==> src/rtl/screen_pkg.sv <==
// Shared definitions for the screen RAM arbiter: address geometry, owner
// encoding and the read tag carried down the return pipe.
package screen_pkg;
  localparam int          SCREEN_ADDR_W = 13;
  localparam logic [15:0] SCREEN_BASE   = 16'h4000;

  localparam logic OWN_CPU  = 1'b0;
  localparam logic OWN_DISP = 1'b1;

  typedef struct packed {
    logic is_read;
    logic owner;
  } tag_t;
endpackage

==> src/rtl/screen_ram_arbiter_read_tag_pipe.sv <==
// Shift register of read tags; the last stage lines up with valid RAM read
// data and becomes the per-owner rvalid strobe.
module read_tag_pipe
  import screen_pkg::*;
#(
  parameter int STAGES = 2
) (
  input  logic clk,
  input  logic reset,
  input  tag_t tag_in,
  output logic cpu_rvalid,
  output logic disp_rvalid
);
  tag_t [STAGES-1:0] tag_pipe;

  always_ff @(posedge clk) begin
    if (reset) tag_pipe <= '0;
    else       tag_pipe <= {tag_pipe[STAGES-2:0], tag_in};
  end

  assign cpu_rvalid  = tag_pipe[STAGES-1].is_read && (tag_pipe[STAGES-1].owner == OWN_CPU);
  assign disp_rvalid = tag_pipe[STAGES-1].is_read && (tag_pipe[STAGES-1].owner == OWN_DISP);
endmodule

==> src/rtl/screen_ram_arbiter.sv <==
// Single-port screen RAM shared by CPU and display: display has priority,
// a wait counter forces a CPU win after MAX_WAIT consecutive denials.
module screen_ram_arbiter
  import screen_pkg::*;
#(
  parameter int ADDR_W   = SCREEN_ADDR_W,
  parameter int DATA_W   = 16,
  parameter int RAM_LAT  = 1,
  parameter int MAX_WAIT = 8
) (
  input  logic              clk,
  input  logic              reset,
  input  logic              cpu_req,
  input  logic              cpu_we,
  input  logic [ADDR_W-1:0] cpu_addr,
  input  logic [DATA_W-1:0] cpu_wdata,
  output logic              cpu_ack,
  output logic              cpu_rvalid,
  output logic [DATA_W-1:0] cpu_rdata,
  input  logic              disp_req,
  input  logic [ADDR_W-1:0] disp_addr,
  output logic              disp_ack,
  output logic              disp_rvalid,
  output logic [DATA_W-1:0] disp_rdata,
  output logic [ADDR_W-1:0] ram_addr,
  output logic              ram_we,
  output logic [DATA_W-1:0] ram_wdata,
  input  logic [DATA_W-1:0] ram_rdata,
  output logic              cpu_starved
);
  localparam int                WAIT_W   = $clog2(MAX_WAIT + 1);
  localparam logic [WAIT_W-1:0] WAIT_MAX = WAIT_W'(MAX_WAIT);

  logic [WAIT_W-1:0] wait_cnt;
  logic              grant_cpu, grant_disp;
  tag_t              tag_in;
  logic              cpu_rv_raw, disp_rv_raw;
  logic [DATA_W-1:0] cpu_hold, disp_hold;

  always_comb begin
    grant_cpu  = 1'b0;
    grant_disp = 1'b0;
    if (!reset) begin
      if (cpu_req && (!disp_req || wait_cnt >= WAIT_MAX)) grant_cpu  = 1'b1;
      else if (disp_req)                                  grant_disp = 1'b1;
    end
  end

  assign cpu_ack     = grant_cpu;
  assign disp_ack    = grant_disp;
  assign cpu_starved = (wait_cnt == WAIT_MAX);

  // Counts only uninterrupted denial; a withdrawn or accepted request restarts it.
  always_ff @(posedge clk) begin
    if (reset)                         wait_cnt <= '0;
    else if (cpu_req && !grant_cpu) begin
      if (wait_cnt != WAIT_MAX)        wait_cnt <= wait_cnt + 1'b1;
    end else                           wait_cnt <= '0;
  end

  always_ff @(posedge clk) begin
    if (reset) begin
      ram_we    <= 1'b0;
      ram_addr  <= '0;
      ram_wdata <= '0;
    end else begin
      ram_we <= grant_cpu && cpu_we;
      if (grant_cpu) begin
        ram_addr  <= cpu_addr;
        ram_wdata <= cpu_wdata;
      end else if (grant_disp) begin
        ram_addr  <= disp_addr;
      end
    end
  end

  always_comb begin
    tag_in.is_read = (grant_cpu && !cpu_we) || grant_disp;
    tag_in.owner   = grant_disp ? OWN_DISP : OWN_CPU;
  end

  read_tag_pipe #(.STAGES(RAM_LAT + 1)) u_tag_pipe (
    .clk        (clk),
    .reset      (reset),
    .tag_in     (tag_in),
    .cpu_rvalid (cpu_rv_raw),
    .disp_rvalid(disp_rv_raw)
  );

  // Read data is passed straight through on the strobe cycle and held after.
  always_ff @(posedge clk) begin
    if (reset) begin
      cpu_hold  <= '0;
      disp_hold <= '0;
    end else begin
      if (cpu_rv_raw)  cpu_hold  <= ram_rdata;
      if (disp_rv_raw) disp_hold <= ram_rdata;
    end
  end

  assign cpu_rvalid  = !reset && cpu_rv_raw;
  assign disp_rvalid = !reset && disp_rv_raw;
  assign cpu_rdata   = reset ? '0 : (cpu_rv_raw  ? ram_rdata : cpu_hold);
  assign disp_rdata  = reset ? '0 : (disp_rv_raw ? ram_rdata : disp_hold);
endmodule
==> config.mk <==
export PLATFORM = sky130hd
export DESIGN_NAME = screen_ram_arbiter
export DESIGN_NICKNAME = d
export VERILOG_FILES = /design/src/rtl/screen_pkg.sv /design/src/rtl/screen_ram_arbiter_read_tag_pipe.sv /design/src/rtl/screen_ram_arbiter.sv
export SDC_FILE = /design/constraint.sdc
export NUM_CORES = 1
export LEC_CHECK = 0
export ABC_AREA = 0
export CORE_MARGIN = 2
export CORE_UTILIZATION = 25
export DETAILED_ROUTE_END_ITERATION = 10
export PLACE_DENSITY = 0.56
export SYNTH_ARGS = -nofsm -noshare
export SYNTH_HDL_FRONTEND = slang
export SYNTH_SLANG_ARGS = --single-unit
==> constraint.sdc <==
create_clock -name clk -period 1.3 [get_ports clk]
set_clock_uncertainty 0.1 [all_clocks]
set_input_delay 0.13 -clock clk [delete_from_list [all_inputs] [get_ports clk]]
set_output_delay 0.13 -clock clk [all_outputs]
set_load 0.05 [all_outputs]
**Run 1: the clock network**

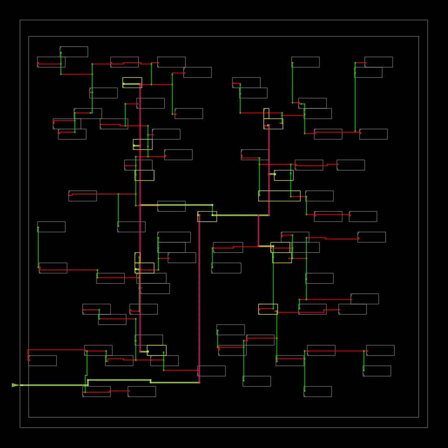
worst-skew pair later-pin latency: 0.34 ns
Sink Count: 70

**Run 1: logic cells by family**

(3 px per um)
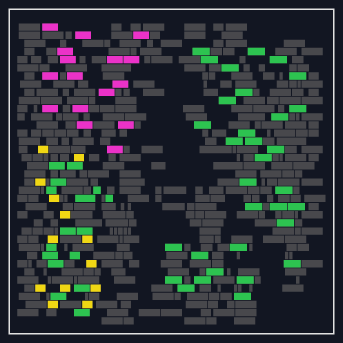
Yellow stands for AND-OR and OR-AND gates, cells 13. Green stands for inverting AOI/OAI gates, cells 48, where all over the die. Magenta stands for multiplexers, cells 16, where top left.

**Run 1: metal layers overlaid**

(3 px per um)
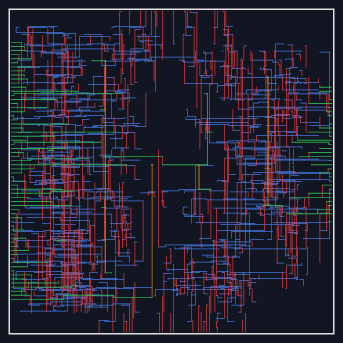
Blue stands for met1, wire length 3690 um. Green stands for met3, wire length 802 um. Orange stands for met4, wire length 190 um. Red stands for met2, wire length 4190 um.
routed len/inst: 15.09 um
via count: 2676

**Run 1: sequential cells coloured by netlist name**

(2 px per um) Other sequential cells in the stronger grey, the rest of the logic in the fainter grey.
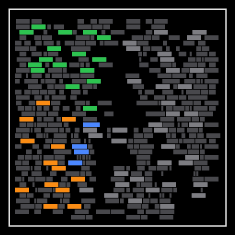
Green stands for ram_wdata, placed flops 16. Blue stands for wait_cnt, placed flops 4. Orange stands for ram_addr, placed flops 13.
Storage cell area: 1410 sq um
sequential cell power: 2.31 mW
sequential share of cell area: 0.2280
Core Util, Final: 0.5965

==> results.yml, run 1 <==
# physical design summary
power_and_ir_drop:
  p_sw_frac: 0.2779
worst_setup_path:
  critPathLaunchType: "flip-flop"
  crit_start: "u_tag_pipe.tag_pipe[3]$_SDFF_PP0_"
  endpoint: "cpu_rdata[6]"
  criticalPathCategory: "reg2out"
  critPathCaptureType: "primary output"
  rr_startpoint: "wait_cnt[3]$_SDFFE_PP0N_"
  critPathArrivalTime_ns: 1.49
  critical_path.cell_chain: "buf_4 > nand2b_4 > buf_16 > nand2_4 > a21oi_4 > buf_12"
  r2r_cells: 5
floorplanning:
  coreArea_sq_um: 10370
finish:
  fillers: 845
  area_growth_pct: 130.2
  final_layout_size_suffix_gt1_frac: 0.5398
  inverters: 17
timing:
  maxSlewHeadroom: 0.6042
  setup_viol: 68
  worst_slack_ns: -0.4226
  period_minus_slack_ns: 1.723
  timing.hold.ws_ns: 0.1867
cts:
  cts_tree: "built"
  cts_root_buf: "clkbuf_8"
run_status:
  status: "finished with violations"
  violations: "setup timing"
place:
  io_buffers: 129
  place_congestion: 0.7380
  dpl-instance-area_sq_um: 5390
route:
  drt_iter0_drc: 34
  route.met3.wl_um: 801
  ant_nets: 0
yosys:
  ys_sh_mux: 0.06704
  syn_nets: 354
global_route:
  grt_pass1_wl_um: 13750
min_path:
  hold_path_startpoint: "reset"
==> run 2: changes to the inputs <==
--- a/config.mk
+++ b/config.mk
@@ -7,9 +7,10 @@
 export LEC_CHECK = 0
 export ABC_AREA = 0
 export CORE_MARGIN = 2
-export CORE_UTILIZATION = 25
+export CORE_UTILIZATION = 55
 export DETAILED_ROUTE_END_ITERATION = 10
-export PLACE_DENSITY = 0.56
+export DONT_BUFFER_PORTS = 1
+export PLACE_DENSITY = 0.73
 export SYNTH_ARGS = -nofsm -noshare
 export SYNTH_HDL_FRONTEND = slang
 export SYNTH_SLANG_ARGS = --single-unit
==> results.yml, run 2 <==
# flow metrics
yosys:
  ys_sh_mux: 0.06704
  async_flop_share: 0
  yosysTopAreaCell: "dfxtp_1"
  avgSynthCellArea_sq_um: 9.300
  ys_cells: 289
  topCellsByArea: "dfxtp_1, nand2_1, mux2_2"
  synthTopCellsByCount: "dfxtp_1, nand2_1, a21oi_1"
  yosys_area_sq_um: 2688
  adder_share: 0.009311
  syn_inst: 289
  synth_flop_count: 70
  ys_sh_simple: 0.1764
  yosys_most_used_dff: "dfxtp_1"
  top_cell: "dfxtp_1"
  ys_sh_aoi: 0.1588
  edf_count: 0
  synth.distinct_cells: 26
  top_area_frac: 0.5214
  yosysWarnings: 0
  synthXorXnorAreaFrac: 0.003259
  synthesis.area_sq_um: 2688
  synth-seq-area-share: 0.5214
  syn_nets: 354
floorplanning:
  die_x_um: 73.91
  initial_utilization: 0.5690
  rows: 25
  dieHeight_um: 73.91
  pin_count: 130
place:
  dp_hpwl_um: 5730
  place_congestion: 0.7512
  dpl-instance-area_sq_um: 4235
  io_buffers: 0
  pre_cts_ws_ns: -0.1047
  post-place-cells: 419
run_status:
  lastStage: "clock tree synthesis (4_1_cts)"
  tool.error: "[ERROR DPL-0038] Utilization greater than 100%, impossible to legalize"
  status: "stopped before the end"
cts:
  cts_root_buf: "clkbuf_8"
  cts_resized: 75
  cts_setup_buffers: 22
  htree_levels: 3
  cts_buffers: 9
  cts.sinks: 70
  clockBufferDepth: 2
  holdBufCountCts: 34
==> run 3: changes to the inputs <==
--- a/config.mk
+++ b/config.mk
@@ -7,10 +7,10 @@
 export LEC_CHECK = 0
 export ABC_AREA = 0
 export CORE_MARGIN = 2
-export CORE_UTILIZATION = 55
+export CORE_UTILIZATION = 40
 export DETAILED_ROUTE_END_ITERATION = 10
 export DONT_BUFFER_PORTS = 1
-export PLACE_DENSITY = 0.73
+export PLACE_DENSITY_LB_ADDON = 0.15
 export SYNTH_ARGS = -nofsm -noshare
 export SYNTH_HDL_FRONTEND = slang
 export SYNTH_SLANG_ARGS = --single-unit
==> constraint.sdc (replaced) <==
create_clock -name clk -period 1.7 [get_ports clk]
set_clock_uncertainty 0.1 [all_clocks]
set_input_delay 0.17 -clock clk [delete_from_list [all_inputs] [get_ports clk]]
set_output_delay 0.17 -clock clk [all_outputs]
set_load 0.05 [all_outputs]
**Run 3: the clock network**

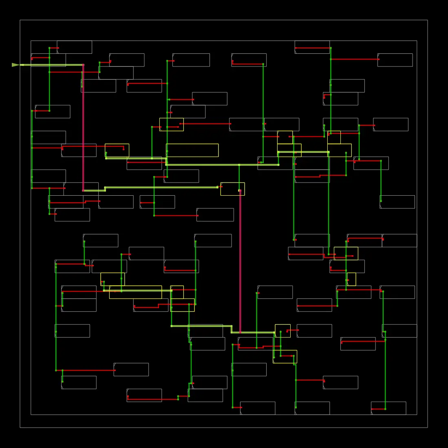
layout clock buffer count: 9
flop count: 70

==> results.yml, run 3 <==
# physical design summary
yosys:
  yosysWarnings: 0
  ys_sh_aoi: 0.1588
  synthesis.area_sq_um: 2688
  ys_sh_simple: 0.1764
  synth.distinct_cells: 26
  yosys_area_sq_um: 2688
  async_flop_share: 0
  synth_flop_count: 70
  top_cell: "dfxtp_1"
finish:
  postLayoutCoreUtil: 0.6519
  regArea_sq_um: 1405
  sh_seq_area: 0.3356
timing:
  hold_viol_final: 2
  worst_slack_ns: -0.07747
  period_minus_slack_ns: 1.777
  setup_viol: 19
  timing.hold.ws_ns: -0.004804
worst_setup_path:
  r2r_cells: 5
  critPathCaptureType: "primary output"
  criticalPathCategory: "reg2out"
  critPathArrivalTime_ns: 1.51
  crit_start: "u_tag_pipe.tag_pipe[3]$_SDFF_PP0_"
  rr_startpoint: "u_tag_pipe.tag_pipe[2]$_SDFF_PP0_"
place:
  io_buffers: 0
  dpl-instance-area_sq_um: 3142
  pre_cts_ws_ns: 0.2193
  dp_hpwl_um: 4230
  post-place-cells: 381
floorplanning:
  pin_count: 130
  die_x_um: 85.97
  coreArea_sq_um: 6422
  initial_utilization: 0.4185
  dieHeight_um: 85.97
cts:
  cts_buffers: 9
  holdBufCountCts: 54
  cts_root_buf: "clkbuf_8"
  htree_levels: 3
  cts.sinks: 70
run_status:
  violations: "hold timing, setup timing"
  status: "finished with violations"
power_and_ir_drop:
  p_sw_frac: 0.2792
route:
  vias: 2378
Power and IR drop assume default switching activity.
